`config.mk`:
```
export PLATFORM = sky130hd
export DESIGN_NAME = ctrl_ajuste_relogio
export DESIGN_NICKNAME = d
export VERILOG_FILES = /design/src/rtl/ctrl_ajuste_relogio_pkg.sv /design/src/rtl/ctrl_ajuste_relogio_borda_botao.sv /design/src/rtl/ctrl_ajuste_relogio.sv
export SDC_FILE = /design/constraint.sdc
export NUM_CORES = 1
export LEC_CHECK = 0
export ABC_CLOCK_PERIOD_IN_PS = 5300
export CAP_MARGIN = 5
export CORE_MARGIN = 3
export CORE_UTILIZATION = 55
export DETAILED_ROUTE_END_ITERATION = 8
export PLACE_DENSITY = 0.75
export SYNTH_ARGS = -nofsm -noshare
export SYNTH_HDL_FRONTEND = slang
export SYNTH_HIERARCHICAL = 1
export SYNTH_SLANG_ARGS = --single-unit
```
`constraint.sdc`:
```
create_clock -name main_clock -period 5.3 [get_ports main_clock]
set_input_delay 1.59 -clock main_clock [delete_from_list [all_inputs] [get_ports main_clock]]
set_output_delay 1.59 -clock main_clock [all_outputs]
set_load 0.02 [all_outputs]
```
`src/rtl/ctrl_ajuste_relogio_pkg.sv`:
```
// Shared types and helpers for the clock set-mode controller.
package relogio_pkg;

  typedef enum logic [1:0] {
    RUN   = 2'd0,
    SET_H = 2'd1,
    SET_M = 2'd2
  } mode_t;

  localparam int unsigned TICK_DIV_DEF = 50_000_000;

  // Width of a counter spanning 0..div-1, never narrower than one bit.
  function automatic int unsigned cnt_w(input int unsigned div);
    return (div > 2) ? $clog2(div) : 1;
  endfunction

endpackage

```
`src/rtl/ctrl_ajuste_relogio_borda_botao.sv`:
```
// Rising-edge detector for a conditioned button; reset loads the current level
// so a button held through reset never reports an edge afterwards.
module borda_botao (
  input  logic clk_i,
  input  logic rst_i,
  input  logic btn_i,
  output logic rise_o
);

  logic prev_q;

  always_ff @(posedge clk_i) begin
    if (rst_i) prev_q <= btn_i;
    else       prev_q <= btn_i;
  end

  assign rise_o = btn_i & ~prev_q;

endmodule

```
`src/rtl/ctrl_ajuste_relogio.sv`:
```
// Time base and set-mode FSM for the BCD clock chain.
// Optional auto-repeat of the step button: define CTRL_AJUSTE_AUTOREP_EN.
module ctrl_ajuste_relogio
  import relogio_pkg::*;
#(
  parameter int unsigned TICK_DIV = relogio_pkg::TICK_DIV_DEF
) (
  input  logic       main_clock,
  input  logic       main_reset,
  input  logic       btn_mode,
  input  logic       btn_inc,
  output logic       tick_s,
  output logic       inc_m,
  output logic       inc_h,
  output logic       sec_clear,
  output logic       carry_block,
  output logic       blank_m,
  output logic       blank_h,
  output logic [1:0] mode
);

  localparam int unsigned CW = cnt_w(TICK_DIV);
  localparam logic [CW-1:0] CNT_LAST = CW'(TICK_DIV - 1);
  localparam logic [CW-1:0] CNT_HALF = CW'(TICK_DIV / 2);

  mode_t         state_q, state_d;
  logic [CW-1:0] cnt_q, cnt_d;
  logic          tick_q, tick_d;
  logic          inc_m_q, inc_m_d;
  logic          inc_h_q, inc_h_d;
  logic          set_q, set_d;
  logic          blank_m_q, blank_m_d;
  logic          blank_h_q, blank_h_d;
  logic          mode_rise, inc_rise;
  logic          chg, step, rep_fire;

  borda_botao u_borda_mode (
    .clk_i (main_clock),
    .rst_i (main_reset),
    .btn_i (btn_mode),
    .rise_o(mode_rise)
  );

  borda_botao u_borda_inc (
    .clk_i (main_clock),
    .rst_i (main_reset),
    .btn_i (btn_inc),
    .rise_o(inc_rise)
  );

  always_comb begin
    state_d = state_q;
    case (state_q)
      RUN:     if (mode_rise) state_d = SET_H;
      SET_H:   if (mode_rise) state_d = SET_M;
      SET_M:   if (mode_rise) state_d = RUN;
      default: state_d = RUN;
    endcase
    chg = (state_d != state_q);

    cnt_d = (chg || cnt_q == CNT_LAST) ? '0 : cnt_q + 1'b1;

    // A mode edge in the same cycle swallows the step edge entirely.
    step      = ~chg & (inc_rise | rep_fire);
    tick_d    = ~chg & (state_q == RUN) & (cnt_q == CNT_LAST);
    inc_h_d   = step & (state_q == SET_H);
    inc_m_d   = step & (state_q == SET_M);
    set_d     = (state_d != RUN);
    blank_h_d = (state_d == SET_H) & (cnt_d >= CNT_HALF);
    blank_m_d = (state_d == SET_M) & (cnt_d >= CNT_HALF);
  end

`ifdef CTRL_AJUSTE_AUTOREP_EN
  localparam int unsigned HW = cnt_w(TICK_DIV + 1);
  localparam logic [HW-1:0] HOLD_FULL   = HW'(TICK_DIV);
  localparam logic [HW-1:0] HOLD_RELOAD = HW'(TICK_DIV / 2 + 1);

  logic [HW-1:0] hold_q, hold_d;

  // Reloading to half way makes every later repeat TICK_DIV/2 cycles apart.
  always_comb begin
    rep_fire = 1'b0;
    hold_d   = '0;
    if (btn_inc && !chg && state_q != RUN) begin
      if (hold_q == HOLD_FULL) begin
        rep_fire = 1'b1;
        hold_d   = HOLD_RELOAD;
      end else begin
        hold_d   = hold_q + 1'b1;
      end
    end
  end

  always_ff @(posedge main_clock) begin
    if (main_reset) hold_q <= '0;
    else            hold_q <= hold_d;
  end
`else
  assign rep_fire = 1'b0;
`endif

  always_ff @(posedge main_clock) begin
    if (main_reset) begin
      state_q   <= RUN;
      cnt_q     <= '0;
      tick_q    <= 1'b0;
      inc_m_q   <= 1'b0;
      inc_h_q   <= 1'b0;
      set_q     <= 1'b0;
      blank_m_q <= 1'b0;
      blank_h_q <= 1'b0;
    end else begin
      state_q   <= state_d;
      cnt_q     <= cnt_d;
      tick_q    <= tick_d;
      inc_m_q   <= inc_m_d;
      inc_h_q   <= inc_h_d;
      set_q     <= set_d;
      blank_m_q <= blank_m_d;
      blank_h_q <= blank_h_d;
    end
  end

  assign tick_s      = tick_q;
  assign inc_m       = inc_m_q;
  assign inc_h       = inc_h_q;
  assign sec_clear   = set_q;
  assign carry_block = set_q;
  assign blank_m     = blank_m_q;
  assign blank_h     = blank_h_q;
  assign mode        = state_q;

endmodule

```
==> results.txt <==
Reports from this run.

- The run finished with clean final reports.
- The initial antenna violation count reads 0.
- The number of global-route vias before repair reads about 1400.
- The detailed router put a total of around 1700 um of wire on met1.
- The accumulated negative setup slack is 0 ns.
- The number of non-clock inverters reads 5.
- The part of the power in registers reads between 50 and 60%.
- The H-tree level count reads 2.
- The sum of internal, switching and leakage power is 0.488 mW.
- The total number of warnings across the stage logs reads 26.
- The pin count of the biggest net entering global routing is 27.
- The post-synthesis async set-or-reset flop share reads 0%.
- The violation count after the first detailed-route iteration reads about 80.
- The cell-internal power reads approximately 0.39 mW.
- The simple-gate share of the synthesized area is 35.3%.
- The startpoint type of the worst setup path reads a flip-flop.
- The sequential fraction of the synthesis area reads 37.3%.
- The final HPWL from detailed placement reads 2540 um.
- The leakage component of the power was reported as 0.728 nW.
- The routed wire length on met2 reads roughly 1600 um.
- STA reports the tightest min-delay check as being of type reg2reg.
- Looking at the clock tree report, the maximum root-to-sink buffer count equals 2.
- More flip-flops sit in one register than any other, and that register is cnt_q.
- The number of stages on the worst hold path is 1.
- In this run the power density over the cells is roughly 230 mW/mm2.
- The largest driver fanout on the critical path is 8.
- Non-clock buffers make up under 10% of the layout cell area.
- The slew at the pin closest to its max-slew limit is between 0.4 and 0.5 ns.
- The non-filler instance count after layout reads roughly 270.
- The period utilization is 57.7%.
- The remaining antenna violation count after routing reads 0.
- The cell area after technology mapping reads between 0.0015 and 0.002 mm2.
- In the hold report, the worst path ends at cnt_q[0].
- The floorplan die height is 65.3 um.
- The per-instance average area after synthesis reads around 9 um2.
- Data on the critical path arrives at its endpoint at approximately 1.5 ns.
- The total instance count after detailed placement is approximately 260.
- The clock period minus final worst setup slack is ~3.1 ns.
- Looking at the reg2reg group, the worst path ends at blank_h.
- For reference, the most critical setup path is categorized as reg2out.
- The met1 track utilization from global routing reads 23.5%.
- The count of unresolved DRC violations after routing is 0.
- The post-placement setup slack is between 2 and 2.5 ns.
- The combinational cell fraction of total power reads under 10%.
- Of the cells placed in the final design, the portion with a size suffix greater than 1 is between 10% and 20%.
- The synthesized-area fraction occupied by ao, oa, aoi and oai cells is 9.31%.
- The synthesized net count reads around 220.
- The number of clock sinks reads 36.
- The required time at the endpoint of the critical path reads approximately 3.7 ns.
- The detailed-router iteration count before antenna repair is 4.
- The final-layout clock-cell area share reads between 3 and 4%.
- TritonCTS built the clock tree.
- The area fraction in xor and xnor cells reads 11.3%.
- Looking at the post-CTS report, the setup buffer insertion count equals 0.
- Clock tree synthesis inserted a total of 5 buffers.
- The top cell type by area accounts for between 30% and 40% of the synthesized area.
- The launching point of the worst reg2reg path is cnt_q[0].
- The top contributor to total power reads registers.
- The startpoint of the most critical setup path is mode[0].
- For the final database, setup skew stands at around 0.0057 ns.
- The number of hold-slack violations in the final timing report reads 0.
- The max-slew violation count reads 0.
- The busiest layer in global routing reads met2.
- The design has 36 sequential cells.
- The main area contributors are sky130_fd_sc_hd__dfxtp_1, sky130_fd_sc_hd__nor2_1, sky130_fd_sc_hd__xnor2_1.
- The cell with the most instances after synthesis is sky130_fd_sc_hd__nor2_1.
- Per STA, the worst path is made up of clkdlybuf4s50_1.
- The multiplexer area fraction after synthesis is 0%.
==> images/layers.png <==
Scale bar: 20 um. Two of the layers only.
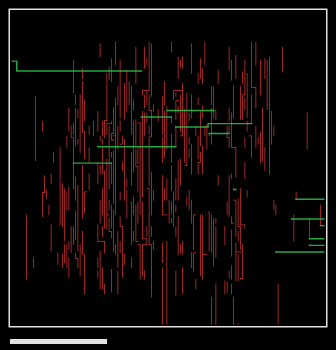
legend:
  red:
    layer: M2
    wire_length: 1590 um
  green:
    layer: M3
    wire_length: 118 um
number of vias in the routed layout: 1482
DRT Wirelength: 3410 um
overall track demand over capacity in global routing: 17.5%

==> images/class_map.png <==
Scale bar: 20 um. Fill, decap, tap and diode cells in gray.
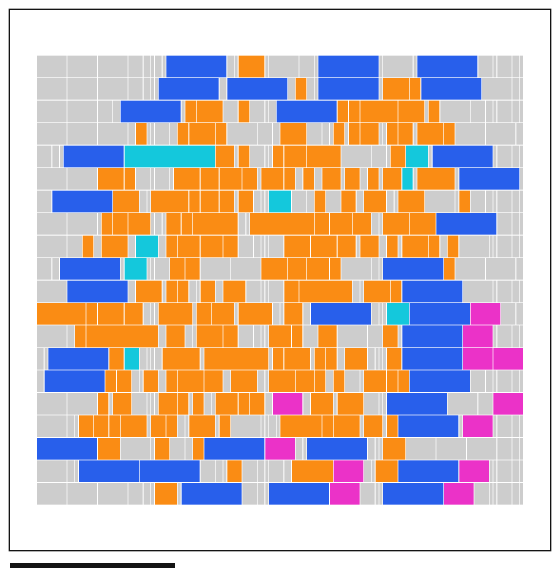
legend:
  blue:
    class: sequential cells
    cells: 36
    share_of_their_area: 36%
  magenta:
    class: remaining buffers and delay cells
    cells: 12
    share_of_their_area: 5.9%
  cyan:
    class: clock drivers and dummy loads
    cells: 8
    share_of_their_area: 3.8%
  orange:
    class: remaining logic cells
    cells: 169
    share_of_their_area: 55%
sequential share of cell area: 34.6%
final cell area excluding filler cells: 0.00208 mm2

==> images/ff_map.png <==
Scale bar: 20 um. Other sequential cells in the stronger gray, the rest of the logic in the fainter gray.
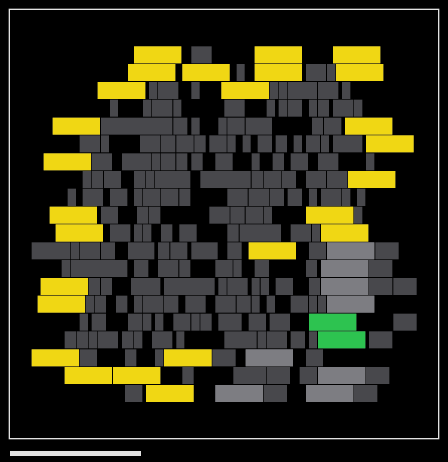
legend:
  yellow:
    signal: cnt_q
    placed_flops: 26
    where: all over the die
  green:
    signal: mode
    placed_flops: 2
not colored: 8
sequential-cell power consumption: 0.279 mW
Storage cell area: 721 um2
utilization after layout: 65.1%

Power and IR drop assume default switching activity.
